### config.mk
export PLATFORM = sky130hd
export DESIGN_NAME = pic_inta_sequencer
export DESIGN_NICKNAME = d
export VERILOG_FILES = /design/src/rtl/pic_inta_sequencer.sv
export SDC_FILE = /design/constraint.sdc
export NUM_CORES = 1
export LEC_CHECK = 0
export CAP_MARGIN = 0
export CORE_UTILIZATION = 46
export CTS_BUF_LIST = sky130_fd_sc_hd__clkbuf_2
export DETAILED_ROUTE_END_ITERATION = 12
export PLACE_DENSITY = 0.77
export SLEW_MARGIN = 40
export SYNTH_ARGS = -nofsm -noshare
export SYNTH_HDL_FRONTEND = slang
export SYNTH_SLANG_ARGS = --single-unit
### constraint.sdc
create_clock -name clk -period 1.75 [get_ports clk]
set_input_delay 0.2625 -clock clk [delete_from_list [all_inputs] [get_ports clk]]
set_output_delay 0.2625 -clock clk [all_outputs]
set_load 0.01 [all_outputs]
### src/rtl/pic_inta_sequencer.sv
// pic_inta_sequencer: 8086-mode two-pulse INTA sequencer with cascade, AEOI, spurious IR7 and timeout
module pic_inta_sequencer #(
  parameter int ACK_TIMEOUT = 255
) (
  input  logic       clk,
  input  logic       reset,
  input  logic       int_ack,
  input  logic [7:0] interrupt_vector,
  input  logic [4:0] vector_base,
  input  logic       aeoi_mode,
  input  logic       sngl,
  input  logic       SP_EN,
  input  logic [7:0] cascade_config,
  input  logic [2:0] cascade_i,
  output logic [2:0] cascade_o,
  output logic       freeze,
  output logic [7:0] isr_set,
  output logic [7:0] eoi_auto,
  output logic       out_control_logic_data,
  output logic [7:0] control_logic_data,
  output logic       ack_timeout_err
);
  typedef enum logic [1:0] {IDLE, ACK1, WAIT2, ACK2} state_t;
  state_t state, state_n;
  logic [2:0] sync;
  logic ack_rise, ack_fall, timeout;
  logic [7:0] cap, cap_n, new_cap, cnt, cnt_n, isr_n, eoi_n, data_n;
  logic [2:0] idx, idx_n, new_idx, cas_n;
  logic spurious, spur_n, drive, drive_n, sel, sel_n, freeze_n, oe_n, err_n;
  assign ack_rise = sync[1] & ~sync[2];
  assign ack_fall = ~sync[1] & sync[2];
  assign new_cap = |interrupt_vector ? interrupt_vector : 8'h80;
  assign timeout = (state != IDLE) && (cnt == 8'(ACK_TIMEOUT - 1));
  always_comb begin
    new_idx = 3'd0;
    for (int i = 0; i < 8; i++) if (new_cap[i]) new_idx = 3'(i);
  end
  always_comb begin
    state_n = state;
    cap_n = cap;
    idx_n = idx;
    spur_n = spurious;
    drive_n = drive;
    sel_n = sel;
    cnt_n = (state == IDLE) ? 8'd0 : cnt + 8'd1;
    freeze_n = freeze;
    isr_n = 8'd0;
    eoi_n = 8'd0;
    oe_n = out_control_logic_data;
    data_n = control_logic_data;
    cas_n = cascade_o;
    err_n = 1'b0;
    if (state == IDLE && ack_rise) begin
      state_n = ACK1;
      cnt_n = 8'd0;
      freeze_n = 1'b1;
      cap_n = new_cap;
      idx_n = new_idx;
      spur_n = ~|interrupt_vector;
      sel_n = SP_EN | (cascade_i == cascade_config[2:0]);
      drive_n = SP_EN ? (sngl | ~cascade_config[new_idx]) : sel_n;
      cas_n = (SP_EN & ~sngl & cascade_config[new_idx]) ? new_idx : 3'd0;
      isr_n = (sel_n & ~spur_n) ? new_cap : 8'd0;
    end else if (state == ACK1 && ack_fall) begin
      state_n = WAIT2;
      cnt_n = 8'd0;
    end else if (state == WAIT2 && ack_rise) begin
      state_n = ACK2;
      cnt_n = 8'd0;
      oe_n = drive;
      data_n = drive ? {vector_base, idx} : 8'd0;
    end else if ((state == ACK2 && ack_fall) || timeout) begin
      // Normal completion and abort share the teardown; only completion may auto-EOI
      state_n = IDLE;
      cnt_n = 8'd0;
      oe_n = 1'b0;
      data_n = 8'd0;
      freeze_n = 1'b0;
      cas_n = 3'd0;
      eoi_n = (!timeout && aeoi_mode && !spurious && sel) ? cap : 8'd0;
      err_n = timeout && !(state == ACK2 && ack_fall);
      cap_n = 8'd0;
      spur_n = 1'b0;
      drive_n = 1'b0;
      sel_n = 1'b0;
    end
  end
  always_ff @(posedge clk or posedge reset) begin
    if (reset) begin
      state <= IDLE;
      sync <= 3'd0;
      cap <= 8'd0;
      idx <= 3'd0;
      spurious <= 1'b0;
      drive <= 1'b0;
      sel <= 1'b0;
      cnt <= 8'd0;
      freeze <= 1'b0;
      isr_set <= 8'd0;
      eoi_auto <= 8'd0;
      out_control_logic_data <= 1'b0;
      control_logic_data <= 8'd0;
      cascade_o <= 3'd0;
      ack_timeout_err <= 1'b0;
    end else begin
      state <= state_n;
      sync <= {sync[1:0], int_ack};
      cap <= cap_n;
      idx <= idx_n;
      spurious <= spur_n;
      drive <= drive_n;
      sel <= sel_n;
      cnt <= cnt_n;
      freeze <= freeze_n;
      isr_set <= isr_n;
      eoi_auto <= eoi_n;
      out_control_logic_data <= oe_n;
      control_logic_data <= data_n;
      cascade_o <= cas_n;
      ack_timeout_err <= err_n;
    end
  end
endmodule

Fig. 1: run 1, clock wiring as the flow saved it
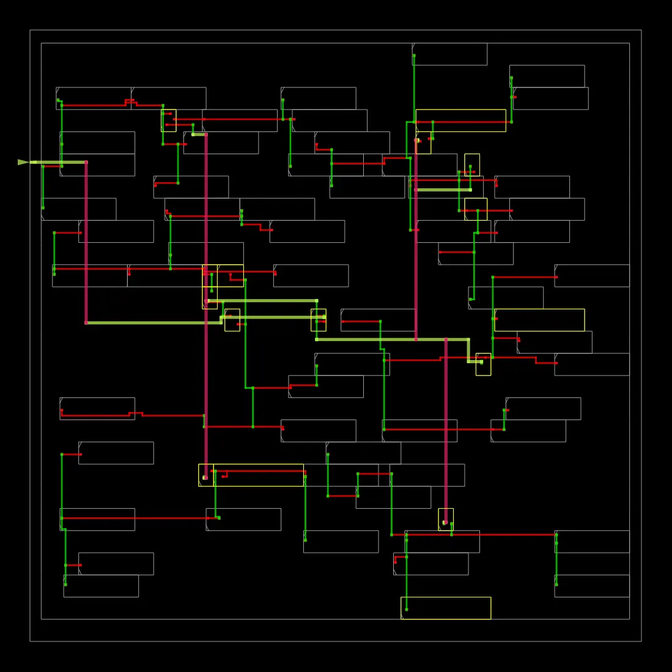
Clock Skew: 0.0200 ns
clk latency late pin: 0.49 ns
clk sinks: 57
number of clock buffers inserted by TritonCTS: 9
number of clock-tree buffers in the layout: 9

Fig. 2: run 1, cell classes on the final placement
(4 px per um) Fill, decap, tap and diode cells in gray.
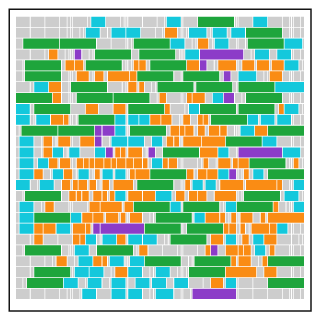
| color | class | cells | share of their area |
|---|---|---|---|
| orange | remaining logic cells | 152 | 29% |
| purple | clock drivers and dummy loads | 16 | 5.2% |
| green | registers | 57 | 40% |
| cyan | remaining buffers and delay cells | 98 | 26% |
register fraction of the total cell area: 0.389
cell area after layout: 0.00367 mm2
Std-Cell Core Area: 0.00511 mm2
Util after Layout: 0.718
standard-cell row count: 26

Fig. 3: run 1, cell area per tile
(4 px per um) The die is cut into 8 by 8 equal tiles; black is low, pale yellow is high, 0 to 100% covered.
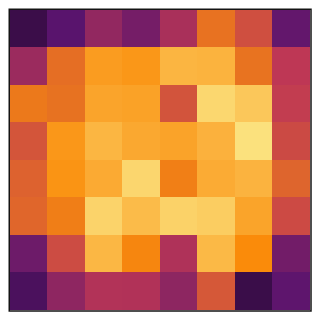
fullest tile: 94%
mean over tiles: 64%
tiles over 75% full: 41%
floorplan-stage core utilization: 0.481

Fig. 4: run 1, clock distribution
(8 px per um)
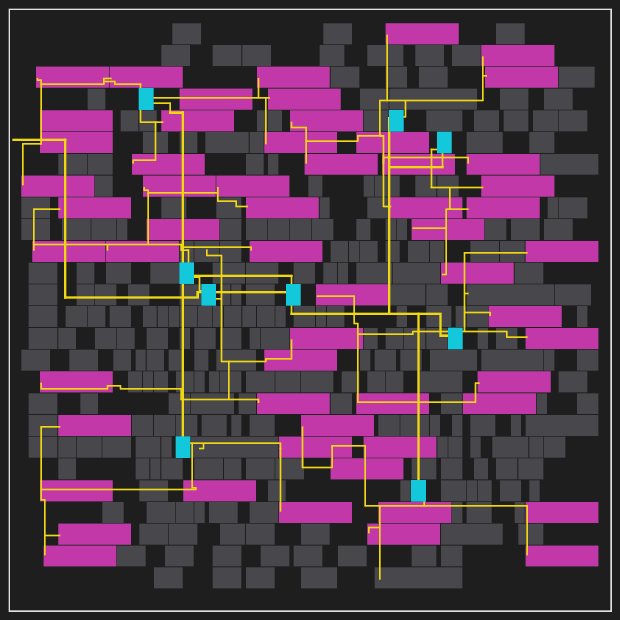
[cyan] clock-net drivers | count: 9
[magenta] flip-flops | count: 57
[yellow] clock wires | length: 720 um
routed clock nets: 10
flops lie: all over the die
part of the power in the clock network: 0.309
clock network power: 0.00129 W

==> notes.md, run 1 <==
The full implementation flow was run.

The run finished, with violations left. The final reports fail on negative setup slack. The post-synth area from yosys stat stands at between 0.002 and 0.0025 mm2. The cell count after placement stands at between 300 and 400. Per the finish-stage timing summary, setup violations number 12.

The total area of multi-input combinational cells stands at 0.00101 mm2. The number of max-cap violations stands at 0. The met2 global-route usage stands at 0.410. The worst setup path is launched from a flop. In this run the critical register-to-register path is captured at cap[5]. The final-report max-slew violation count stands at 0.

Per the GRT log, the top usage layer is met2. The post-synthesis to final-layout area growth stands at 49.3%. The signal on the critical path passes through inv_2, ha_4, o211ai_4, nor3_4, o22a_1, or2b_1, o21ai_4, buf_6, a22o_2.

The fraction of final layout cells with drive strength greater than 1 stands at 0.238. The net count after synthesis is between 200 and 250. The final antenna-violating net count stands at 0. The critical path in the final layout is reported with a setup slack of -0.130 ns. The transition time at the pin with the least slew margin stands at just over 0.6 ns. The timing report gives the biggest stage delay along the critical path as 0.43 ns. The post-route met1 wirelength stands at ~2500 um. Total power normalized to cell area comes to between 1000 and 1500 mW/mm2. The full die area stands at 0.00563 mm2. Counting distinct cell types in the post-synthesis netlist gives 48. The wire length per cell after detailed routing stands at about 15 um. The highest layer touched by signal routing is met4. The report puts the hold buffer count at CTS at 0.
[run 1: final cells by class]
class / count / share of cell area
Clock buffer: 9 / 0.0123
Clock inverter: 7 / 0.0386
Inverter: 10 / 0.0102
Multi-Input combinational cell: 142 / 0.275
Sequential cell: 57 / 0.389
Tap cell: 70 / 0.0239
Timing Repair Buffer: 98 / 0.251
[run 1: power by group]
part | leakage [nW] | total [W] | internal (W) | switching [W]
Sequential | 0.761 | 0.00171 | 0.00156 | 0.000155
Combinational | 0.926 | 0.00117 | 0.000631 | 0.000539
Clock | 0.103 | 0.00129 | 0.000762 | 0.000526
## Run 2: what changed since run 1
--- a/config.mk
+++ b/config.mk
@@ -10,6 +10,7 @@
 export CTS_BUF_LIST = sky130_fd_sc_hd__clkbuf_2
 export DETAILED_ROUTE_END_ITERATION = 12
 export PLACE_DENSITY = 0.77
+export SETUP_SLACK_MARGIN = 0.3
 export SLEW_MARGIN = 40
 export SYNTH_ARGS = -nofsm -noshare
 export SYNTH_HDL_FRONTEND = slang
==> run 2 against run 1 <==
The flow still finishes with violations (negative setup slack). Via count up 4.7%. Core utilization grew 3.1 points. Highest routed layer unchanged. Combinational power grew 3%. Largest power group unchanged.
==> notes.md, run 2 <==
The full implementation flow was run.

The insertion delay at the late pin of the worst-skew pair stands at 0.47 ns (was 0.49 ns). The power dissipated in combinational cells stands at 0.00121 W (was 0.00117 W). The number of endpoints failing setup at the final stage stands at 29 (was 12). Run status: finished, violations left (unchanged). The transition time at the pin with the least slew margin stands at 0.522 ns (was 0.605 ns). The fraction of final layout cells with drive strength greater than 1 is 0.360 (was 0.238). The post-synth area from yosys stat is 0.00245 mm2 (unchanged). The total area of multi-input combinational cells was 0.00114 mm2 (was 0.00101 mm2).

The full die area is 0.00563 mm2 (unchanged). The number of flip-flops and latches was 57 (unchanged). The sequential fraction of design power stands at 0.425 (was 0.411). The power in the clock group stands at 0.00110 W (was 0.00129 W). The setup skew after layout came to 0.0229 ns (was 0.0200 ns). The share of power burned in combinational logic stands at 0.301 (was 0.281).

The number of well-tap cells placed was 70 (unchanged). The internal portion of total power stands at 0.00279 W (was 0.00295 W). The final instance area was 0.00382 mm2 (was 0.00367 mm2).

The power per standard cell area stands at 1050 mW/mm2 (was 1140 mW/mm2). The number of hold buffers added after CTS stands at 0 (unchanged). The number of distinct standard cells referenced by the synthesized netlist stands at 48 (unchanged). The non-clock buffering overhead in the final layout came to 0.253 (was 0.251). The number of multi-input combinational cells in the layout stands at 142 (unchanged).

The post-synthesis to final-layout area growth is 55.7% (was 49.3%). The part of the power in the clock network stands at 0.273 (was 0.309). The switching portion of total power stands at 0.308 (was 0.293).

The synthesized net count stands at 248 (unchanged). The inverter count of the layout excluding clock inverters stands at 10 (unchanged). The number of buffers created by CTS stands at 9 (unchanged). The number of sinks handled by clock tree synthesis was 57 (unchanged). The worst setup slack after layout is -0.233 ns (was -0.130 ns).

Violated checks: negative setup slack (unchanged). The wire length per cell after detailed routing stands at 16.0 um (was 15.3 um).
[run 2: critical path, stage by stage (launching register included)]
cell                       delay, ns
sky130_fd_sc_hd__dfrtp_1        0.41
sky130_fd_sc_hd__inv_1          0.07
sky130_fd_sc_hd__ha_2           0.20
sky130_fd_sc_hd__o211ai_4       0.09
sky130_fd_sc_hd__nor3_4         0.29
sky130_fd_sc_hd__o22a_1         0.20
sky130_fd_sc_hd__or2b_1         0.13
sky130_fd_sc_hd__o21ai_2        0.10
sky130_fd_sc_hd__buf_12         0.16
sky130_fd_sc_hd__a32o_1         0.21
[run 2: layer usage]
layer  vias up  global-route usage  share of wire
met3        17              0.0616          0.045
met5         -                   0              0
met1      1028               0.272           0.38
li1        983                   -              -
met4         0               0.103          0.024
met2        78               0.432           0.55
Fig. 5: run 2, cell classes on the final placement
(4 px per um) Fill, decap, tap and diode cells in gray.
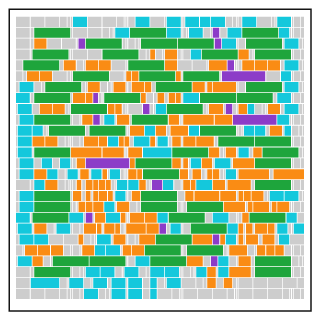
| color | class | cells | share of their area |
|---|---|---|---|
| purple | clock drivers and dummy loads | 16 | 4.2% |
| orange | remaining logic cells | 152 | 32% |
| cyan | remaining buffers and delay cells | 106 | 26% |
| green | registers | 57 | 38% |
Util after Layout: 0.748
register fraction of the total cell area: 0.373

Fig. 6: run 2, cell area per tile
(4 px per um) The die is cut into 8 by 8 equal tiles; black is low, pale yellow is high, 0 to 100% covered.
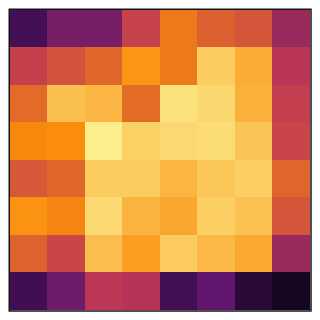
fullest tile: 96%
mean over tiles: 66%
densest ninth of the die: middle

## Run 3: what changed since run 2
--- a/config.mk
+++ b/config.mk
@@ -5,11 +5,11 @@
 export SDC_FILE = /design/constraint.sdc
 export NUM_CORES = 1
 export LEC_CHECK = 0
-export CAP_MARGIN = 0
+export CAP_MARGIN = 20
 export CORE_UTILIZATION = 46
 export CTS_BUF_LIST = sky130_fd_sc_hd__clkbuf_2
 export DETAILED_ROUTE_END_ITERATION = 12
-export PLACE_DENSITY = 0.77
+export PLACE_DENSITY = 0.86
 export SETUP_SLACK_MARGIN = 0.3
 export SLEW_MARGIN = 40
 export SYNTH_ARGS = -nofsm -noshare
==> run 3 against run 2 <==
The run still ends with negative setup slack left. Non-clock buffer count up 6. Critical path depth down 2. Sequential power about the same. Synthesized cell count unchanged. Sequential share of layout area up 1.4 points. Critical path type is now input port to flop. Largest cell class unchanged. Largest power group unchanged.
==> notes.md, run 3 <==
The full implementation flow was run.

The total area of multi-input combinational cells came to 0.00107 mm2 (was 0.00114 mm2). The top power group is registers (unchanged). The transition time at the pin with the least slew margin is 0.463 ns (was 0.522 ns).

The post-synthesis to final-layout area growth is 50.1% (was 55.7%). The number of hold buffers added after CTS came to 0 (unchanged). The via count was 2085 (was 2106). The share of the core filled by cells before placement is 0.481 (unchanged). The final instance area is 0.00368 mm2 (was 0.00382 mm2).

The placer congestion estimate is 0.964 (was 0.820). The full die area was 0.00563 mm2 (unchanged). The peak per-stage delay on the critical path stands at 0.52 ns (was 0.41 ns). The final cycle utilization of the critical path stands at 1.08 (was 1.13). The placeable core region stands at 0.00511 mm2 (unchanged). The cell at the slowest stage of the critical path was sky130_fd_sc_hd__clkdlybuf4s50_1 (was sky130_fd_sc_hd__dfrtp_1). The main kind of combinational logic by area is simple AND/OR/NAND/NOR gates (unchanged). The minimum hold slack stands at 0.173 ns (was 0.164 ns). The boundary pin count stands at 60 (unchanged). The cell count along the critical path stands at 7 (was 9). The number of rows created at floorplan stands at 26 (unchanged). The minimum setup slack among reg-to-reg paths was -0.11 ns (was -0.23 ns). The count of warnings emitted by yosys stands at 0 (unchanged). The element type at the critical path start was an input port (was flop). The power per standard cell area was 1070 mW/mm2 (was 1050 mW/mm2).

The number of buffer and inverter instances along the worst setup path was 2 (unchanged). The number of endpoints failing setup at the final stage stands at 14 (was 29). The post-synthesis share of cell area spent on and-or and or-and gates stands at 0.154 (unchanged). The setup slack at placement is -0.516 ns (was -0.560 ns). The sequential group power came to 0.00171 W (about the same). The final core area utilization stands at 0.721 (was 0.748). The power dissipated in combinational cells stands at 0.00122 W (was 0.00121 W). The synthesized net count stands at 248 (unchanged). The number of sinks handled by clock tree synthesis is 57 (unchanged). The capturing point of the worst reg2reg path was drive (was cascade_o[1]). The sequential fraction of design power is 0.433 (was 0.425). The leading cell type by number of instances after synthesis is sky130_fd_sc_hd__dfrtp_1 (unchanged).

Run status: finished, violations left (unchanged). The cell count after placement stands at 373 (unchanged). The insertion delay at the late pin of the worst-skew pair stands at 0.49 ns (was 0.47 ns). The final wirelength stands at 6170 um (was 6440 um). The worst setup slack after layout stands at -0.135 ns (was -0.233 ns). The number of buffers created by CTS stands at 9 (unchanged).

The cell type group with the largest total delay on the critical path is AND-OR/OR-AND gates (unchanged). Violated checks: negative setup slack (unchanged). The post-synth area from yosys stat is 0.00245 mm2 (unchanged). Crit path cell chain: clkdlybuf4s50_1, or2_1, nor4_1, inv_1, a221oi_2, o21ai_0, a32o_1 (was inv_1, ha_2, o211ai_4, nor3_4, o22a_1, or2b_1, o21ai_2, buf_12, a32o_1).

The number of distinct standard cells referenced by the synthesized netlist is 48 (unchanged). The switching portion of total power came to 0.324 (was 0.308). The final antenna-violating net count was 0 (unchanged). The fraction of final layout cells with drive strength greater than 1 is 0.393 (was 0.360). The ratio of routed vias to standard cells is 5.14 (was 5.25).
==> run 3: area by class of cell <==
class	count	share of cell area
Tap cell	70	0.0238
Inverter	10	0.0112
Timing Repair Buffer	112	0.248
Sequential cell	57	0.387
Clock buffer	9	0.0122
Clock inverter	7	0.0278
Multi-Input combinational cell	141	0.290
==> run 3: cells by family after synthesis <==
family / count (synthesis)
adder cells (fa/ha/maj): 2
AND/OR/NAND/NOR: 82
buffers and inverters: 18
XOR/XNOR: 9
flip-flops: 57
AND-OR/OR-AND: 48
==> run 3: routing by layer <==
layer  up-vias  routed length [um]  GRT usage
met3        10                 360     0.0776
li1        985                   -          -
met4         0                  88      0.138
met5         -                   0          0
met1      1013                2500      0.286
met2        77                3220      0.395
Fig. 7: run 3, clock wiring as the flow saved it
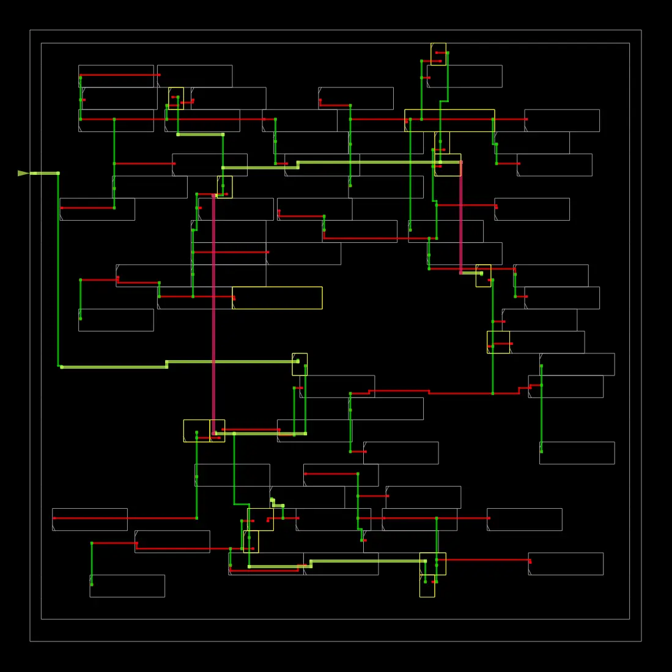
FFs & Latches: 57
clock network power: 0.00103 W
Clock Skew: 0.0165 ns

Fig. 8: run 3, clock distribution
(8 px per um)
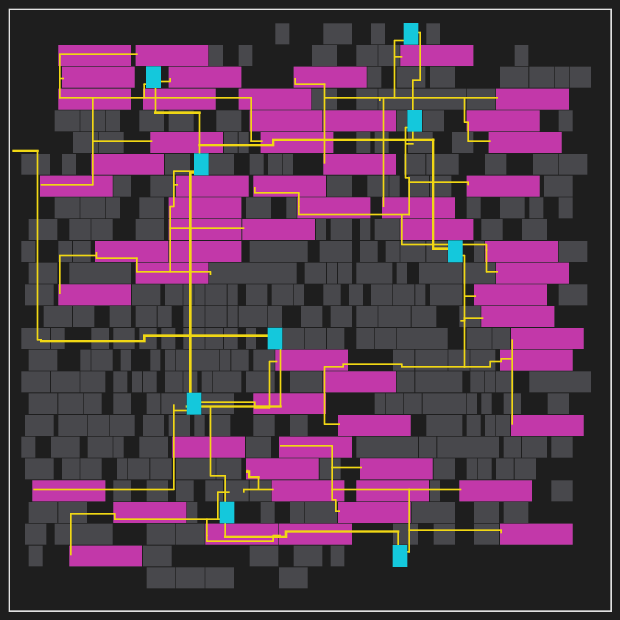
[cyan] clock-net drivers | count: 9
[yellow] clock wires | length: 708 um
[magenta] flip-flops | count: 57
flops lie: all over the die
part of the power in the clock network: 0.259

No activity file was given, so power comes from the tool's default toggle rates.
